### src/rtl/fetch_stage.sv
// Instruction fetch: owns the PC, issues one-cycle-latency word reads and buffers
// {pc, inst} pairs for decode; a redirect flushes everything in flight.
module fetch_stage #(
   parameter logic [31:0] RESET_PC  = 32'h4000_0000,
   parameter int unsigned BUF_DEPTH = 2
) (
   input  logic        clk,
   input  logic        rst,
   output logic        imem_req,
   output logic [31:0] imem_addr,
   input  logic [31:0] imem_rdata,
   input  logic        redirect_valid,
   input  logic [31:0] redirect_pc,
   output logic        inst_valid,
   output logic [31:0] inst,
   output logic [31:0] inst_pc,
   input  logic        inst_ready
);
   localparam int unsigned AW = $clog2(BUF_DEPTH);
   localparam int unsigned CW = AW + 1;
   localparam logic [CW:0] DEPTH_C = BUF_DEPTH[CW:0];

   logic [31:0]   r_pc;
   logic [31:0]   r_req_addr;
   logic          r_inflight;
   logic [AW-1:0] r_rd_ptr;
   logic [AW-1:0] r_wr_ptr;
   logic [CW-1:0] r_count;
   logic [31:0]   r_buf_inst [BUF_DEPTH];
   logic [31:0]   r_buf_pc   [BUF_DEPTH];

   logic          w_has_data;
   logic          w_pop;
   logic          w_wr;
   logic          w_issue;
   logic [CW:0]   w_occupancy;

   // Occupancy counts the response landing at this edge, so the buffer can never overflow.
   always_comb begin
      w_has_data  = (r_count != '0);
      w_pop       = w_has_data && inst_ready && !redirect_valid;
      w_wr        = r_inflight && !redirect_valid;
      w_occupancy = {1'b0, r_count} + {{CW{1'b0}}, r_inflight} - {{CW{1'b0}}, w_pop};
      w_issue     = !rst && !redirect_valid && (w_occupancy < DEPTH_C);
   end

   always_comb begin
      imem_req   = w_issue;
      imem_addr  = r_pc;
      inst_valid = w_has_data;
      inst       = w_has_data ? r_buf_inst[r_rd_ptr] : '0;
      inst_pc    = w_has_data ? r_buf_pc[r_rd_ptr]   : '0;
   end

   always_ff @(posedge clk or posedge rst) begin
      if (rst) begin
         r_pc       <= {RESET_PC[31:2], 2'b00};
         r_req_addr <= '0;
         r_inflight <= 1'b0;
         r_rd_ptr   <= '0;
         r_wr_ptr   <= '0;
         r_count    <= '0;
      end else if (redirect_valid) begin
         r_pc       <= {redirect_pc[31:2], 2'b00};
         r_inflight <= 1'b0;
         r_rd_ptr   <= '0;
         r_wr_ptr   <= '0;
         r_count    <= '0;
      end else begin
         if (w_issue) begin
            r_pc       <= r_pc + 32'd4;
            r_req_addr <= r_pc;
         end
         r_inflight <= w_issue;
         if (w_wr)
            r_wr_ptr <= r_wr_ptr + AW'(1);
         if (w_pop)
            r_rd_ptr <= r_rd_ptr + AW'(1);
         if (w_wr && !w_pop)
            r_count <= r_count + CW'(1);
         else if (!w_wr && w_pop)
            r_count <= r_count - CW'(1);
      end
   end

   always_ff @(posedge clk) begin
      if (w_wr) begin
         r_buf_inst[r_wr_ptr] <= imem_rdata;
         r_buf_pc[r_wr_ptr]   <= r_req_addr;
      end
   end

endmodule

### config.mk
export PLATFORM = sky130hd
export DESIGN_NAME = fetch_stage
export DESIGN_NICKNAME = d
export VERILOG_FILES = /design/src/rtl/fetch_stage.sv
export SDC_FILE = /design/constraint.sdc
export NUM_CORES = 1
export LEC_CHECK = 0
export CORE_UTILIZATION = 30
export DETAILED_ROUTE_END_ITERATION = 8
export PLACE_DENSITY = 0.48
export SLEW_MARGIN = 10
export SYNTH_ARGS = -nofsm -noshare
export SYNTH_HDL_FRONTEND = slang
export SYNTH_SLANG_ARGS = --single-unit
### constraint.sdc
create_clock -name clk -period 6.7 [get_ports clk]
set_input_delay 0.67 -clock clk [delete_from_list [all_inputs] [get_ports clk]]
set_output_delay 0.67 -clock clk [all_outputs]
set_load 0.02 [all_outputs]
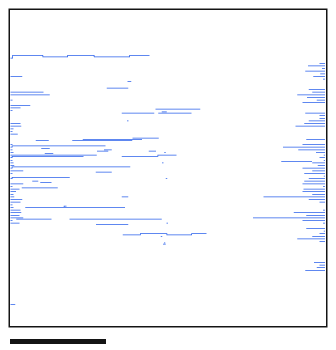
Fig. 1. Met3 routing (run 1).
The bar under the picture is 50 µm long.
share of all routed wire = 6.9%
main direction = horizontal
nets with wire on the layer = 123
wire length on this layer = 1350 µm
longest straight run = 61.2 µm

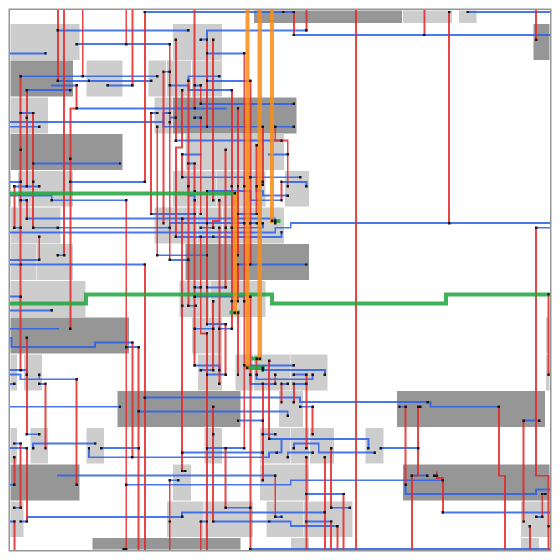
Fig. 2. Close-up of the layout (run 1).
Window x 62 to 102, y 29 to 69 µm. Cells in grey, sequential cells in the stronger grey; small squares are vias.
blue -> met1
red -> met2
orange -> met4
green -> met3
netlist names of flops here include = imem_addr (2), r_buf_pc (2), r_count (2)
most frequent = nand2_1 (7), dfrtp_1 (7), buf_4 (5)
cells with their middle in the window = 54
sequential cells in the window = 9

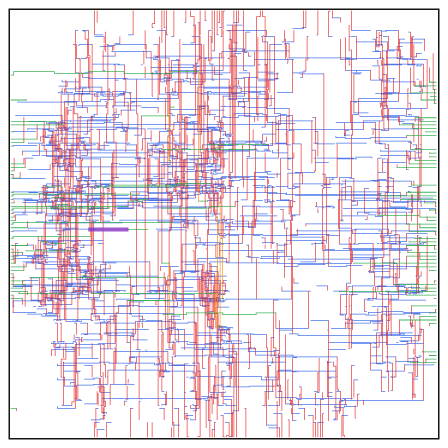
Fig. 3. Wiring by layer (run 1).
orange -> met4  # wire length 214 µm
green -> met3  # wire length 1350 µm
red -> met2  # wire length 9590 µm
purple -> met5  # wire length 13.8 µm
blue -> met1  # wire length 8480 µm

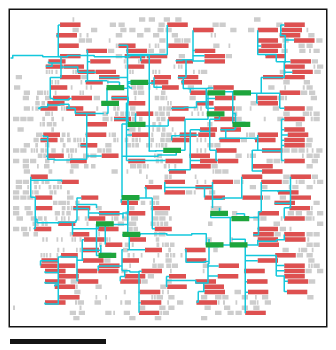
Fig. 4. Clock network drawn from the DEF (run 1).
The bar under the picture is 50 µm long.
red -> flip-flops  # count 189
green -> cells driving clock nets  # count 17
cyan -> clock wires  # length 2240 µm
flops lie = all over the die
routed clock nets = 18

==> Changelog: implementation, run 1 <==
### Metrics

- Flop count: 189
- Worst path top cell family by delay: buffers and inverters
- Chip area: 26900 µm²
- Chip Area, Yosys: 7880 µm²
- Net Sw Power: 0.729 mW
- Signal buf overhead: 16.1%
- Status: finished, final reports clean
- M3 GR Usage: 4.27%
- PD cells: 262 nW/µm²
- CTS root buf: clkbuf_16
- Hold Crit Start: r_req_addr[6]
- Static leakage: 3.77 nW
- Resize count post-CTS: 0
- Final #Nets: 864
- Worst r2r src: r_count[1]
- Gpl congestion: 0.773
- Slew Viols, Final: 0
- Crit path time final: 4.64 ns
- DP HPWL: 12800 µm
- Final instance area: 10400 µm²
- Reg2Reg Capture Point: imem_addr[14]
- Sequential Power Share: 52.1%
- First-pass GRT wire length: 30800 µm
- Critical path buffer and inverter count: 4
- Worst-margin pin slew: 0.933 ns
- Final setup viols: 0
- Post-synth EDFFs: 124
- Tapcell Cnt: 330
- Slowest stage delay, CP: 0.76 ns
- Worst Clk Skew: 0.0102 ns
- Most frequent logic cell in the layout: clkdlybuf4s50_1
- Met2 Usage GRT: 25.5%
- Area grow syn2layout: 31.8%
- Max Clock Freq: 0.216 GHz
- Average wire per standard cell: 17.3 µm
- Mapped Area: 7880 µm²
- Total wire length: 19600 µm
- # Max-Cap Violations: 0
- Non-clock buffer count: 169
- Commonest cells after routing, fill and taps aside: clkdlybuf4s50_1 (159), edfxtp_1 (124), nand2_1 (119), nor2_1 (77)
- Storage element area: 5360 µm²
- Flop+latch power: 1.42 mW
- Die H: 164 µm
- Slowest cell on crit path: or4b_2
- Setup crit start: redirect_valid
- I/O pins: 166
- CP Capture Type: output port
- CP Depth: 9
- Critical path arrival: 3.97 ns
- Inverter count: 9
- Top_reg_cell synth: edfxtp_1
- IO Port Bufs: 159
- Async set-reset flop share out of synthesis: 34.4%
- Final Cycle Share: 69.2%
- DR top layer: met5
- Biggest regs: r_buf_inst (64), r_buf_pc (60)
- Inst Count DP: 1105
- DR WL met2: 9590 µm
- Logic area: 2360 µm²
[run 1: synth_stat cells, drive strengths merged, types with 2 or more instances]
cell type,number,area (µm²)
o21ai,17,85.1
xnor2,2,17.5
a221o,3,30.0
or4,2,15.0
nor2,78,293
a22oi,4,30.0
o211ai,13,97.6
a21o,5,37.5
nand2b,2,12.5
a31oi,3,18.8
edfxtp,124,3720
nand3,22,110
dfrtp,64,1600
and2,2,12.5
clkbuf,26,97.6
or3,3,18.8
nor4,3,18.8
nor2b,2,12.5
nand2,119,447
nor3,5,25.0
nand4,11,68.8
o311ai,6,52.6
inv,9,33.8
or2,2,12.5
xor2,5,43.8
buf,13,68.8
mux2i,63,631
and3,9,56.3
a21oi,10,50.1
a32oi,2,17.5
Fig. 5: run 1, cell outlines without signal wires
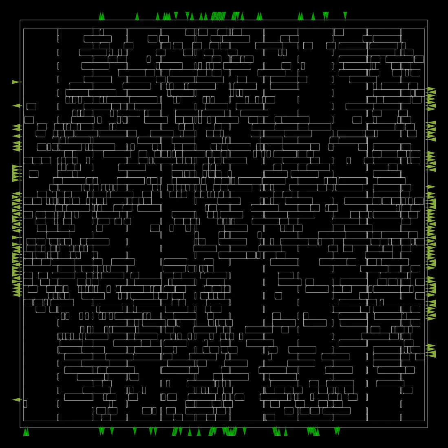

## Run 2: what changed since run 1
- PLACE_DENSITY: 0.48 -> 0.5
- clock period: 6.7 -> 3.75 ns (I/O delays scaled with it)
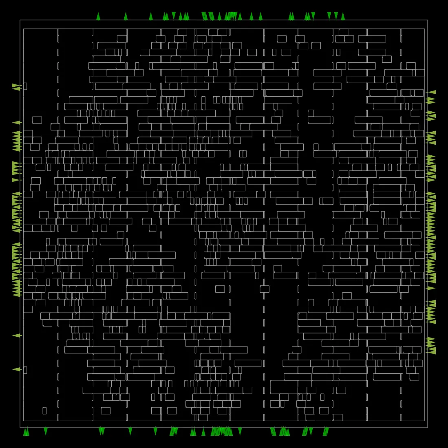
Fig. 6. Cell outlines without signal wires (run 2).
utilization after layout: 41.2%
non-filler cells, final: 1146
Layout fillers: 2397
core area: 25500 µm²
flop count: 189

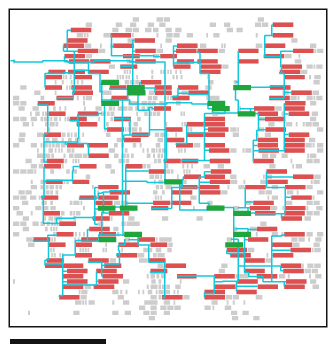
Fig. 7. Clock network drawn from the DEF (run 2).
The bar under the picture is 50 µm long.
clk_lat worst skew: 0.42 ns
Worst Clk Skew: 0.0100 ns

==> run 2 against run 1 <==
Compared with the run above:
- clock skew about the same
- global-route usage decreased by 0.073 points
- sequential share of layout area decreased by 0.60 points
- largest cell class unchanged
- non-clock buffer count increased by 9
- sequential power increased by 78%
- hold slack improved by 0.0043 ns
- critical path type is now flop to output port
- combinational power increased by 83%
==> Changelog: implementation, run 2 <==
### Metrics

- CP Depth: 8 (-1)
- Reg2Reg Capture Point: imem_addr[29]
- Async set-reset flop share out of synthesis: 34.4% (unchanged)
- Worst hold endpoint: r_buf_pc[0][10]
- CTS root buf: clkbuf_16
- Tool warnings: 28
- Top cells by count, synth: edfxtp_1 (124), nand2_1 (119), nor2_1 (78)
- Number of buffers created by CTS: 17
- DP HPWL: 13200 µm (+2.9%)
- Area grow syn2layout: 33.4%
- Cells after Synth: 642
- Yosys top cell by instances: edfxtp_1
- Post-synth EDFFs: 124 (unchanged)
- Most frequent logic cell in the layout: clkdlybuf4s50_1
- Average wire per standard cell: 17.2 µm (-0.33%)
- Yosys cell types: 49
- AND/OR/NAND/NOR Cells, Area Fraction: 14.2%
- First-pass GRT wire length: 30800 µm (-0.25%)
- Chip area: 26900 µm² (unchanged)
- Biggest regs: r_buf_inst (64), r_buf_pc (60)
- Total wire length: 19700 µm (+0.46%)
- Worst-margin pin slew: 1.26 ns (+0.326 ns)
- Clock Sinks: 189
- Synth flops: 189
- Drt pass-1 iters: 6
- Top_reg_cell synth: edfxtp_1
- Via Count: 5500
- Die H: 164 µm (unchanged)
- Crit path time final: 3.50 ns
- Cts hold-fix bufs: 0
- Final instance area: 10500 µm² (+1.2%)
- Setup tns final: 0 ns
- Dominant cell area share: 47.3% (unchanged)
- Static leakage: 3.85 nW (+2.0%)
- Inst Count DP: 1114 (+0.81%)
- Critical path arrival: 3.13 ns (-0.84 ns)
- Hold Crit Start: r_req_addr[10]
- Resize count post-CTS: 2 (+2)
- Worst path top cell family by delay: simple AND/OR/NAND/NOR gates
- Worst r2r src: r_count[0]
- Setup crit start: r_count[0]
- Commonest cells after routing, fill and taps aside: clkdlybuf4s50_1 (158), edfxtp_1 (124), nand2_1 (119), nor2_1 (77)
- # Cells Yosys: 642
- I/O pins: 166 (unchanged)
- Mapped Area: 7880 µm² (unchanged)
- RSZ-0062 raised after global routing: no
- Hold Crit Class: flop to flop
- CP Capture Type: output port
- Critical path buffer and inverter count: 2 (-2)
- Max Clock Freq: 0.286 GHz
- Diodes inserted: 0
- Final Cycle Share: 93.4%
- All-layer global routing usage: 15.2%
- Main area contributors: edfxtp_1 (47%), dfrtp_1 (20%), mux2i_1 (8.0%)
- PD cells: 466 nW/µm² (+78%)
- XOR/XNOR Area Share: 0.778%
- Final #Nets: 873 (+1.0%)
- Slew Viols, Final: 0 (unchanged)
- Slowest cell on crit path: or4b_4
- Main logic family after synthesis: simple AND/OR/NAND/NOR gates
- Dominant cell type by area after synthesis: edfxtp_1
- Status: finished, final reports clean
- Slowest stage delay, CP: 0.57 ns (-0.19 ns)
- Met2 Usage GRT: 25.0% (-0.46 points)
- Vias in the first global route: 5595
- Via/cell ratio: 4.80
- Post-Syn Area per Cell: 12.3 µm²
- Final setup viols: 0 (unchanged)
- # Max-Cap Violations: 0 (unchanged)
- IO Port Bufs: 159 (unchanged)
- M3 GR Usage: 3.74% (-0.53 points)
- Chip Area, Yosys: 7880 µm² (unchanged)
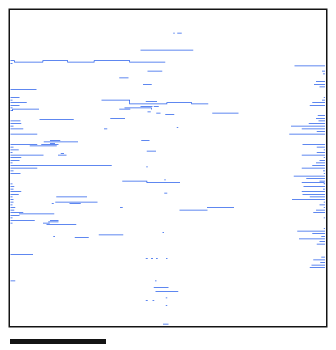
Fig. 8. Met3 routing (run 2).
The bar under the picture is 50 µm long.
share of all routed wire = 5.7%
main direction = horizontal
nets with wire on the layer = 138
wire length on this layer = 1130 µm
longest straight run = 52.2 µm

## run 2: cell counts after synthesis
No cell type changed its count.
## run 2: metal layers
layer,wire (µm),part of all wire [%]
met5,0,0
met3,1130,5.7
met4,487,2.5
met1,8580,43
met2,9540,48
## run 2: final cells by class
cell class / instances / area, µm² / area share, %
Timing Repair Buffer: 178 / 1770 / 16.9
Multi-Input combinational cell: 408 / 2370 / 22.6
Clock inverter: 14 / 124 / 1.18
Tap cell: 330 / 413 / 3.93
Inverter: 9 / 33.8 / 0.322
Sequential cell: 189 / 5360 / 51.0
Clock buffer: 18 / 439 / 4.18
## run 2: report_power, final
part / leakage [nW] / internal [mW] / switching (mW)
registers: 1.94 / 2.39 / 0.139
clock network: 0.282 / 0.893 / 0.824
logic: 1.63 / 0.303 / 0.342
total: 3.85 / 3.59 / 1.31
Fig. 9: run 2, wiring by layer
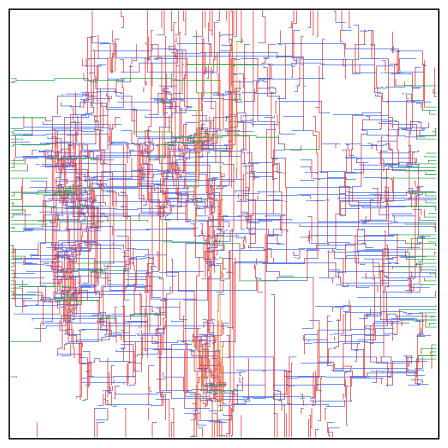

## Run 3: what changed since run 2
- CORE_ASPECT_RATIO: default -> 2
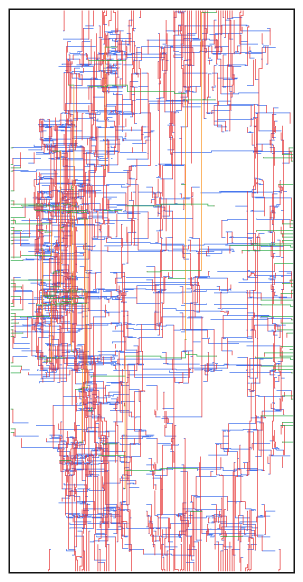
Fig. 10. Wiring by layer (run 3).
red -> met2  # wire length 10800 µm
blue -> met1  # wire length 7330 µm
orange -> met4  # wire length 743 µm
green -> met3  # wire length 901 µm

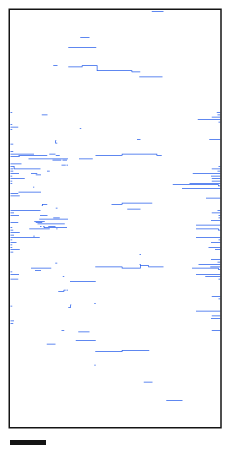
Fig. 11. Met3 routing (run 3).
The bar under the picture is 20 µm long.
main direction = horizontal
wire length on this layer = 901 µm

==> run 3 against run 2 <==
Compared with the run above:
- register-to-register slack gained 0.09 ns
- critical path depth is the same
- combinational power shrank 2%
- sequential power is essentially flat
- cell count grew 0.61%
- clock-buffer cell count shrank 1
- total power grew 5.8%
- wire length grew 0.15%
- non-clock buffer count shrank 3
- flip-flop count is the same
- clock power grew 16%
- critical endpoint unchanged
- largest cell class unchanged
==> Changelog: implementation, run 3 <==
### Metrics

- Via/cell ratio: 4.79 (-0.16%)
- Share of total power in the clock network: 38.6% (+3.5 points)
- Combinational share of cell area: 22.2% (-0.31 points)
- Total wire length: 19800 µm (+0.15%)
- Inverter count: 9 (unchanged)
- Final #Nets: 870 (-0.34%)
- Main logic family after synthesis: simple AND/OR/NAND/NOR gates
- Flop+latch power: 2.54 mW (about the same)
- XOR/XNOR Area Share: 0.778% (unchanged)
- Slew Viols, Final: 0 (unchanged)
- Layout clock area frac: 6.20% (+0.84 points)
- Slowest cell on crit path: or4b_2
- DR top layer: met4
- Inst Count DP: 1121 (+0.63%)
- Int Power: 3.89 mW (+8.4%)
- # Max-Cap Violations: 0 (unchanged)
- Post-synth EDFFs: 124 (unchanged)
- Met2 Usage GRT: 28.1% (+3.1 points)
- Reg2Reg Capture Point: imem_addr[16]
- Worst hold endpoint: r_buf_pc[1][6]
- P_comb: 0.634 mW (-2%)
- Number of buffers created by CTS: 17 (unchanged)
- Max Clock Freq: 0.286 GHz (about the same)
- Comb gates: 408 (unchanged)
- Tool warnings: 28 (unchanged)
- IO Port Bufs: 159 (unchanged)
- Clk_lat worst skew: 0.44 ns (+0.02 ns)
- Final instance area: 10600 µm² (+0.80%)
- Slowest stage delay, CP: 0.71 ns (+0.14 ns)
- Core area: 25800 µm² (+1.1%)
- Yosys top cell by instances: edfxtp_1
- Crit path time final: 3.50 ns (-0.000714 ns)
- Drt pass-1 iters: 4 (-2)
- Signal buf overhead: 16.6% (-0.23 points)
- Final Cycle Share: 93.4% (about the same)
- Max-area cell class: flip-flops and latches
- Mapped Area: 7880 µm² (unchanged)
- Static leakage: 3.87 nW (+0.67%)
- Sw frac: 24.8% (-1.8 points)
- CP Capture Type: output port
- CTS root buf: clkbuf_16
- Flop count: 189 (unchanged)
- Layout fillers: 2511 (+4.8%)
- Die H: 231 µm (+41%)
- Worst path top cell family by delay: simple AND/OR/NAND/NOR gates
- Chip Area, Yosys: 7880 µm² (unchanged)
- First-pass GRT wire length: 31100 µm (+0.96%)
- M3 GR Usage: 3.63% (-0.10 points)
- Non-clock buffer count: 175 (-1.7%)
- Critical path buffer and inverter count: 2 (unchanged)
- Layout clock buffers: 17 (-1)
- Diodes inserted: 0 (unchanged)
- Top cells by count, synth: edfxtp_1 (124), nand2_1 (119), nor2_1 (78)
- Status: finished, final reports clean
- Cells after Synth: 642 (unchanged)
- PD cells: 489 nW/µm² (+4.9%)
- Biggest regs: r_buf_inst (64), r_buf_pc (60)
- Cts hold-fix bufs: 0 (unchanged)
- Average wire per standard cell: 17.1 µm (-0.46%)
- Top_reg_cell synth: edfxtp_1
- Metal-1 WL: 7330 µm (-15%)
- RSZ-0062 raised after global routing: no
- Worst r2r src: r_count[1]
- Main area contributors: edfxtp_1 (47%), dfrtp_1 (20%), mux2i_1 (8.0%)
- Setup tns final: 0 ns (unchanged)
- Clk. pwr: 2.00 mW (+16%)
- Logic area: 2360 µm² (-0.58%)
- All-layer global routing usage: 15.4% (+0.21 points)
- Via Count: 5525 (+0.45%)
- Most frequent logic cell in the layout: clkdlybuf4s50_1
- Post-Syn Area per Cell: 12.3 µm² (unchanged)
- Comb pwr share: 12.2% (-1.0 points)
- Clock Sinks: 189 (unchanged)
- DP HPWL: 13700 µm (+4.0%)
- Hold Crit Class: flop to flop
- Top power consumer group: sequential cells
- Synth flops: 189 (unchanged)
- Worst-margin pin slew: 1.03 ns (-0.233 ns)
- Commonest cells after routing, fill and taps aside: clkdlybuf4s50_1 (158), edfxtp_1 (124), nand2_1 (119), nor2_1 (77), mux2i_1 (63)
- Async set-reset flop share out of synthesis: 34.4% (unchanged)
- Area grow syn2layout: 34.4%
- Chip area: 26900 µm² (+0.15%)
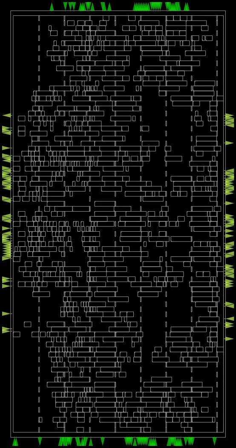
Fig. 12. Cell outlines without signal wires (run 3).
fraction of area in registers: 50.6%
Site Rows: 83
non-filler cells, final: 1153
utilization after layout: 41.1%

## run 3: cell families (layout without fill, tap and decap cells)
group                      count (synthesis)  after routing
adders and majority gates                  2              2
buffers and inverters                     48            216
other                                      1              4
muxes                                     63             63
DFF                                      189            189
and+or+nand+nor                          262            262
AOI/OAI and AO/OA                         70             70
xor gates and xnor gates                   7              7
## run 3: worst max path at each step
| stage | start | end | cells past startpoint |
|---|---|---|---|
| after floorplan | redirect_valid | r_buf_inst[0][0] | 3 |
| after global placement | inst_ready | imem_addr[24] | 12 |
| after detailed placement | inst_ready | imem_addr[28] | 11 |
| after CTS | r_count[1] | imem_req | 8 |
| after global routing | r_count[1] | imem_req | 8 |
| final | r_count[1] | imem_req | 8 |
Power and IR drop assume default switching activity.
